==> config.mk <==
export PLATFORM = sky130hd
export DESIGN_NAME = uart_rx_byte
export DESIGN_NICKNAME = d
export VERILOG_FILES = /design/src/rtl/uart_rx_byte.sv
export SDC_FILE = /design/constraint.sdc
export NUM_CORES = 1
export LEC_CHECK = 0
export CORE_AREA = 2 2 71 73
export DETAILED_ROUTE_END_ITERATION = 6
export DIE_AREA = 0 0 73 75
export PLACE_DENSITY_LB_ADDON = 0.3
export SLEW_MARGIN = 10
export SYNTH_ARGS = -nofsm -noshare
export SYNTH_HDL_FRONTEND = slang
export SYNTH_SLANG_ARGS = --single-unit
==> constraint.sdc <==
create_clock -name clk_i -period 7.1 [get_ports clk_i]
set_clock_uncertainty 0.05 [all_clocks]
set_input_delay 0.71 -clock clk_i [delete_from_list [all_inputs] [get_ports clk_i]]
set_output_delay 0.71 -clock clk_i [all_outputs]
set_load 0.01 [all_outputs]
==> src/rtl/uart_rx_byte.sv <==
// rtl/uart_rx_byte.sv - 8N1 UART receive front end.
// Recovers one byte per frame and drives the data register's second write port.
module uart_rx_byte #(
  parameter int CLKS_PER_BIT = 10417,
  parameter int HALF_BIT     = CLKS_PER_BIT / 2
) (
  input  logic       clk_i,
  input  logic       reset_ni,
  input  logic       rx_i,
  output logic [7:0] data_o,
  output logic       we_o,
  output logic       frame_err_o,
  output logic       busy_o
);

  localparam int CW = $clog2(CLKS_PER_BIT);
  localparam logic [CW-1:0] HALF_END = CW'(HALF_BIT - 1);
  localparam logic [CW-1:0] FULL_END = CW'(CLKS_PER_BIT - 1);

  typedef enum logic [2:0] {
    S_IDLE,
    S_START,
    S_DATA,
    S_STOP,
    S_RECOVER
  } state_t;

  state_t        r_state;
  state_t        w_state_nxt;
  logic          r_rx_meta;
  logic          r_rx_s;
  logic [CW-1:0] r_cnt;
  logic [2:0]    r_idx;
  logic [7:0]    r_shift;
  logic [7:0]    r_data;
  logic          r_we;
  logic          r_ferr;

  logic          w_cnt_clr;
  logic          w_shift;
  logic          w_idx_clr;
  logic          w_we;
  logic          w_ferr;
  logic          w_half;
  logic          w_full;

  assign w_half = (r_cnt == HALF_END);
  assign w_full = (r_cnt == FULL_END);

  always_comb begin
    w_state_nxt = r_state;
    w_cnt_clr   = 1'b0;
    w_shift     = 1'b0;
    w_idx_clr   = 1'b0;
    w_we        = 1'b0;
    w_ferr      = 1'b0;
    case (r_state)
      S_IDLE: begin
        if (!r_rx_s) begin
          w_state_nxt = S_START;
          w_cnt_clr   = 1'b1;
        end
      end
      S_START: begin
        if (w_half) begin
          w_cnt_clr = 1'b1;
          if (r_rx_s) begin
            w_state_nxt = S_IDLE;
          end else begin
            w_state_nxt = S_DATA;
            w_idx_clr   = 1'b1;
          end
        end
      end
      S_DATA: begin
        if (w_full) begin
          w_cnt_clr = 1'b1;
          w_shift   = 1'b1;
          if (r_idx == 3'd7) begin
            w_state_nxt = S_STOP;
          end
        end
      end
      S_STOP: begin
        if (w_full) begin
          w_cnt_clr = 1'b1;
          if (r_rx_s) begin
            w_we        = 1'b1;
            w_state_nxt = S_IDLE;
          end else begin
            w_ferr      = 1'b1;
            w_state_nxt = S_RECOVER;
          end
        end
      end
      S_RECOVER: begin
        if (r_rx_s) begin
          w_state_nxt = S_IDLE;
        end
      end
      default: w_state_nxt = S_IDLE;
    endcase
  end

  always_ff @(posedge clk_i or negedge reset_ni) begin
    if (!reset_ni) begin
      r_state   <= S_IDLE;
      r_rx_meta <= 1'b1;
      r_rx_s    <= 1'b1;
      r_cnt     <= '0;
      r_idx     <= 3'd0;
      r_shift   <= 8'h00;
      r_data    <= 8'h00;
      r_we      <= 1'b0;
      r_ferr    <= 1'b0;
    end else begin
      r_rx_meta <= rx_i;
      r_rx_s    <= r_rx_meta;
      r_state   <= w_state_nxt;
      r_we      <= w_we;
      r_ferr    <= w_ferr;
      // The counter only runs while timing a bit; idle and recovery keep it parked.
      if (w_cnt_clr || r_state == S_IDLE || r_state == S_RECOVER) begin
        r_cnt <= '0;
      end else begin
        r_cnt <= r_cnt + 1'b1;
      end
      if (w_idx_clr) begin
        r_idx <= 3'd0;
      end else if (w_shift) begin
        r_idx <= r_idx + 3'd1;
      end
      if (w_shift) begin
        r_shift[r_idx] <= r_rx_s;
      end
      if (w_we) begin
        r_data <= r_shift;
      end
    end
  end

  assign data_o      = r_data;
  assign we_o        = r_we;
  assign frame_err_o = r_ferr;
  assign busy_o      = (r_state != S_IDLE);

endmodule

==> impl_metrics.ini <==
; yosys + openroad results
[run_status]
outcome = complete, no violations

[min_path]
hold_end = r_rx_s$_DFF_PN1_
whs_path_depth = 0
hp-class = register to register

[floorplan]
fp_util_pct = 40.5
io_pins = 14
rows = 25
die_w_um = 73
nWellTaps = 54
die_y_um = 75
dieArea_mm2 = 0.00548
coreArea_mm2 = 0.00466

[flow_run]
drv_cap = 0
tool_warnings = 27

[power_and_ir_drop]
powerDensity_mw_per_mm2 = 195
pwr-share-seq_pct = 54.0
peakVddDrop_uv = 104
power_frac_clock_pct = 44.8
p_comb_share_pct = 1.2
p_int_uw = 335
power.leakage_uw = 0.000923
top_power_group = sequential cells
powerClk_uw = 191
comb_power_uw = 5.17
p_sw_uw = 90.3
sw_frac_of_total_pct = 21.2

[detailed_routing]
drc = 0
antenna_left = 0
avgViaCountPerCell = 5.67
drtPass1Iterations = 4
drtIter0Drc = 113

[layout]
nClkBuffers = 5
buffer_area_share_pct = 6.08
top_area_cell_class = sequential cells
multiInputCombCellCount = 117
nNetsFinal = 191
drive_above_1_share_pct = 16.2
area_growth_pct = 15.4
comb_area_um2 = 837
fin_cells = 239
seq_cells = 40
insertedDiodeCount = 0
n_all_buffers = 14
comb-cell-share_pct = 38.4
num-nonclk-inverters = 6
fill_cells = 429
clock_area_share_pct = 5.34

[cts]
post_cts.repair.setup_buffers = 0
cts_buffer_depth = 2
cts_tree = built
clkLatencyLatePin_ps = 300
clk_pin_slew_ps = 80
cts.htree.levels = 2
root_buffer = clkbuf_8
cts_made_buffers = 5
cts_resized = 0
ctsHoldBuffers = 0
cts_sinks = 40

[sta]
max_freq_mhz = 337
fin_ws_ps = 4130
period_used_pct = 41.8
setup_viol = 0
rsz0062_at_grt = no
finalHoldViolCount = 0
setup_tns_ps = 0
tightest_slew_ps = 1120
relSlewSlack_pct = 25.1
min_period_ps = 2970
finalMaxSlewViolations = 0

[critical_path]
setup.worst_path.class = register to register
critPathArrivalTime_ps = 3040
crit_path_start = r_cnt[9]$_DFF_PN0_
rr_worst_depth = 4
crit_chain = or4b_1 -> or4_1 -> o22ai_1 -> nor3_1
reg2reg_from = r_cnt[9]$_DFF_PN0_
max_stage_delay_ps = 910
required_ps = 7170
r2r_slack_ps = 4130
crit_slowest_cell = o22ai_1
crit_path_start_kind = register
reg2reg_to = r_cnt[2]$_DFF_PN0_

[global_route]
antenna_found_initial = 0
grt_pass1_vias = 1276
gr-total-overflow = 0
grt_max_degree = 41
grt_pass1_wl_um = 5950

[placement]
routabilityCongestion = 0.813
dp_hpwl_um = 2340
numPortBuffers = 13
place_ws_ps = 4130
dp_cells = 231

[synthesis]
ys_seq_share_pct = 53.1
ys_warn_count = 0
syn-num-nets = 176
syn_avg_cell_area_um2 = 11.2
yosysUniqueCellTypes = 32
ys_cells = 169
ys_ff = 40
syn-cell-area_mm2 = 0.00189
-- metrics by stage --
| step | hold slack [ps] | area [um2] | total power [uW] |
|---|---|---|---|
| floorplan | 295 | 1890 | 234 |
| global placement | 297 | 2060 | 240 |
| detailed placement | 297 | 2060 | 240 |
| CTS | 308 | 2180 | 430 |
| global route | 318 | 2180 | 438 |
| finish | 307 | 2180 | 426 |
-- worst max-delay path, delay by kind of cell, from the launching register on --
kind,cells,cell delay (ps)
simple gates,3,1390
compound gates,1,910
flops,1,460
-- flip-flops by register name (all words and copies together) (netlist names) --
register,flops
r_rx_s,1
r_rx_meta,1
data_o,8
r_state,3
frame_err_o,1
r_cnt,14
r_idx,3
r_shift,8
we_o,1
-- cells in the mapped netlist, drive strengths merged --
master | number | share of area [%]
nand4 | 4 | 1.3
nor3b | 1 | 0.40
buf | 2 | 0.53
a31oi | 1 | 0.33
nor2 | 5 | 0.99
dfrtp | 38 | 50
nand2 | 7 | 1.4
or3b | 1 | 0.46
nor2b | 3 | 0.99
mux2 | 16 | 9.5
nand4b | 4 | 1.9
nor3 | 20 | 5.3
nand3 | 10 | 2.7
nor4 | 7 | 3.1
o2111ai | 1 | 0.46
o22ai | 1 | 0.33
dfstp | 2 | 2.8
nand3b | 1 | 0.40
a21o | 1 | 0.40
inv | 6 | 1.2
nand2b | 2 | 0.66
or4b | 2 | 1.1
xor2 | 2 | 0.93
or4 | 3 | 1.2
clkbuf | 4 | 0.79
a32oi | 1 | 0.46
o21ai | 4 | 1.1
or3 | 2 | 0.66
a21oi | 4 | 1.1
xnor2 | 10 | 4.6
ha | 4 | 2.7
-- cells in the final DEF, fill, tap and decap left out, types with 3 or more instances in the layout --
cell	count
clkdlybuf4s50_1	12
nand3_1	10
nand4_1	4
o21ai_0	4
mux2_2	16
clkbuf_8	5
ha_1	4
nand4b_1	4
nor4_1	6
inv_1	6
dfrtp_1	38
nor3_1	20
xnor2_1	10
nor2_1	5
nand2_1	7
nor2b_1	3
or4_1	3
a21oi_1	4
-- logic make-up (layout without fill, tap and decap cells) --
kind of cell / Yosys count / in the layout / synth area share [%]
compound gates: 13 / 13 / 4.11
xor+xnor: 12 / 12 / 5.57
fa+ha+maj: 4 / 4 / 2.65
buf+inv: 12 / 28 / 2.52
flops: 40 / 40 / 53.1
mux: 16 / 16 / 9.54
simple gates: 72 / 72 / 22.5
-- worst max-delay path by stage --
| stage | depth (start not counted) | slack (ps) | end |
|---|---|---|---|
| 5_1_grt | 4 | 3880 | r_cnt[2]$_DFF_PN0_ |
| 3_5_place_dp | 4 | 4130 | r_cnt[2]$_DFF_PN0_ |
| 6_report | 4 | 4130 | r_cnt[2]$_DFF_PN0_ |
| 2_1_floorplan | 5 | 4580 | data_o[0]$_DFFE_PN0P_ |
| 3_3_place_gp | 4 | 4280 | r_cnt[10]$_DFF_PN0_ |
| 4_1_cts | 4 | 4120 | r_cnt[2]$_DFF_PN0_ |
-- routing by layer --
layer / vias to the layer above / global-route usage [%] / wire length [um]
met5: - / 0 / 0
met4: 0 / 6.17 / 63
met3: 7 / 3.21 / 119
met2: 35 / 24.8 / 1720
met1: 669 / 17.2 / 1520
li1: 645 / - / -
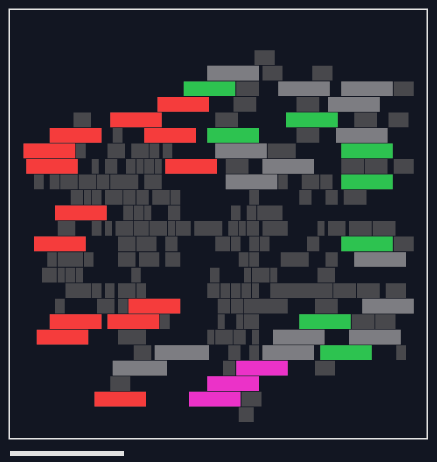
(images/registers.png)
The bar under the picture is 20 um long.
- green: r_shift (sequential cells 8)
- red: r_cnt (sequential cells 14)
- magenta: r_state (sequential cells 3)
post-layout util: 46.8%
fraction of area in registers: 46.0%
Register Area: 0.00100 mm2
Seq. pwr: 230 uW

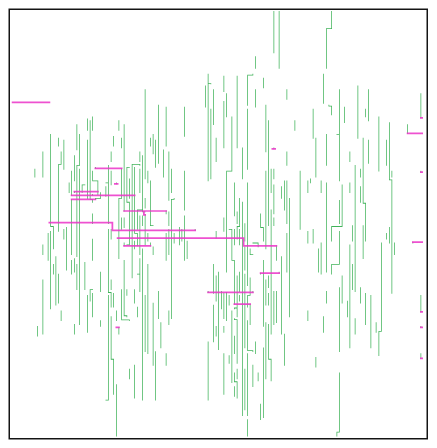
(images/metal_stack.png)
Two of the layers only.
- green: met2 (wire length 1,720 um)
- magenta: met3 (wire length 119 um)

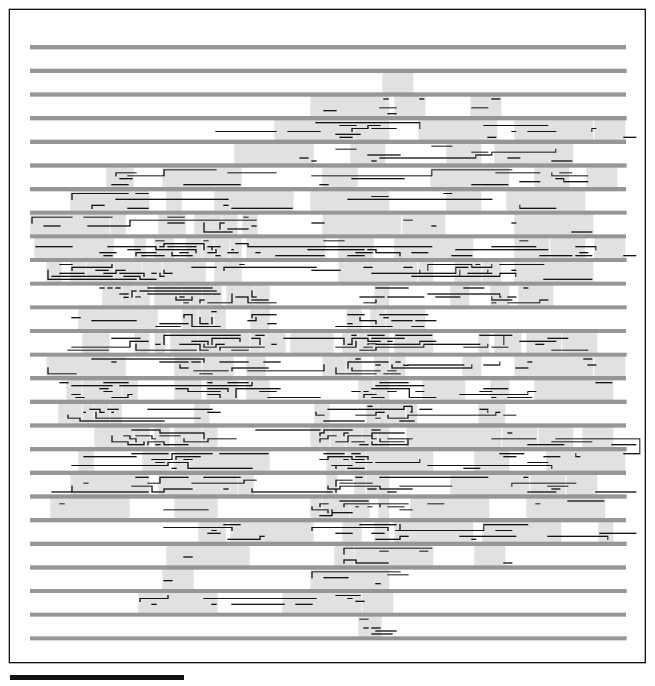
(images/met1.png)
The bar under the picture is 20 um long. Supply wires on this layer in gray. Cells faint in the background.
- main direction: horizontal
- share of all routed wire: 44%
- wire length on this layer: 1,520 um
- nets with wire on the layer: 179
M1 GR Usage: 17.2%
final WL: 3430 um
Via Count: 1,356

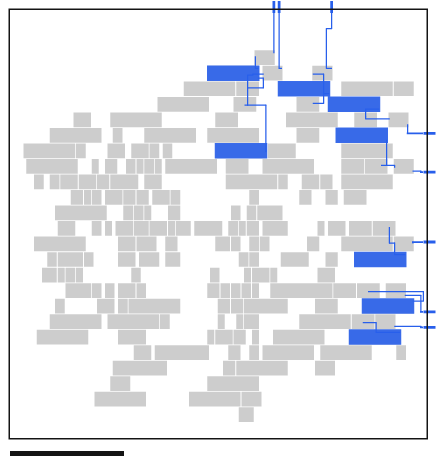
(images/port_nets.png)
The bar under the picture is 20 um long.
- blue: data_o (bits 8; direction output; end cells 8; buffers 8; wire 130 um)

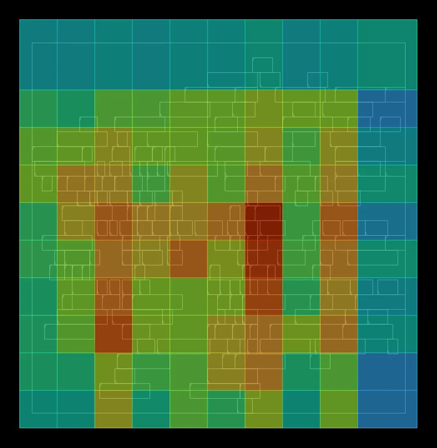
(images/final_congestion.png)
Most Crowded Layer GR: met2
met2 GRT Util: 24.8%
Global Route Usage Sum: 14.3%
WL/cell: 14.3 um

No activity file was given, so power comes from the tool's default toggle rates.
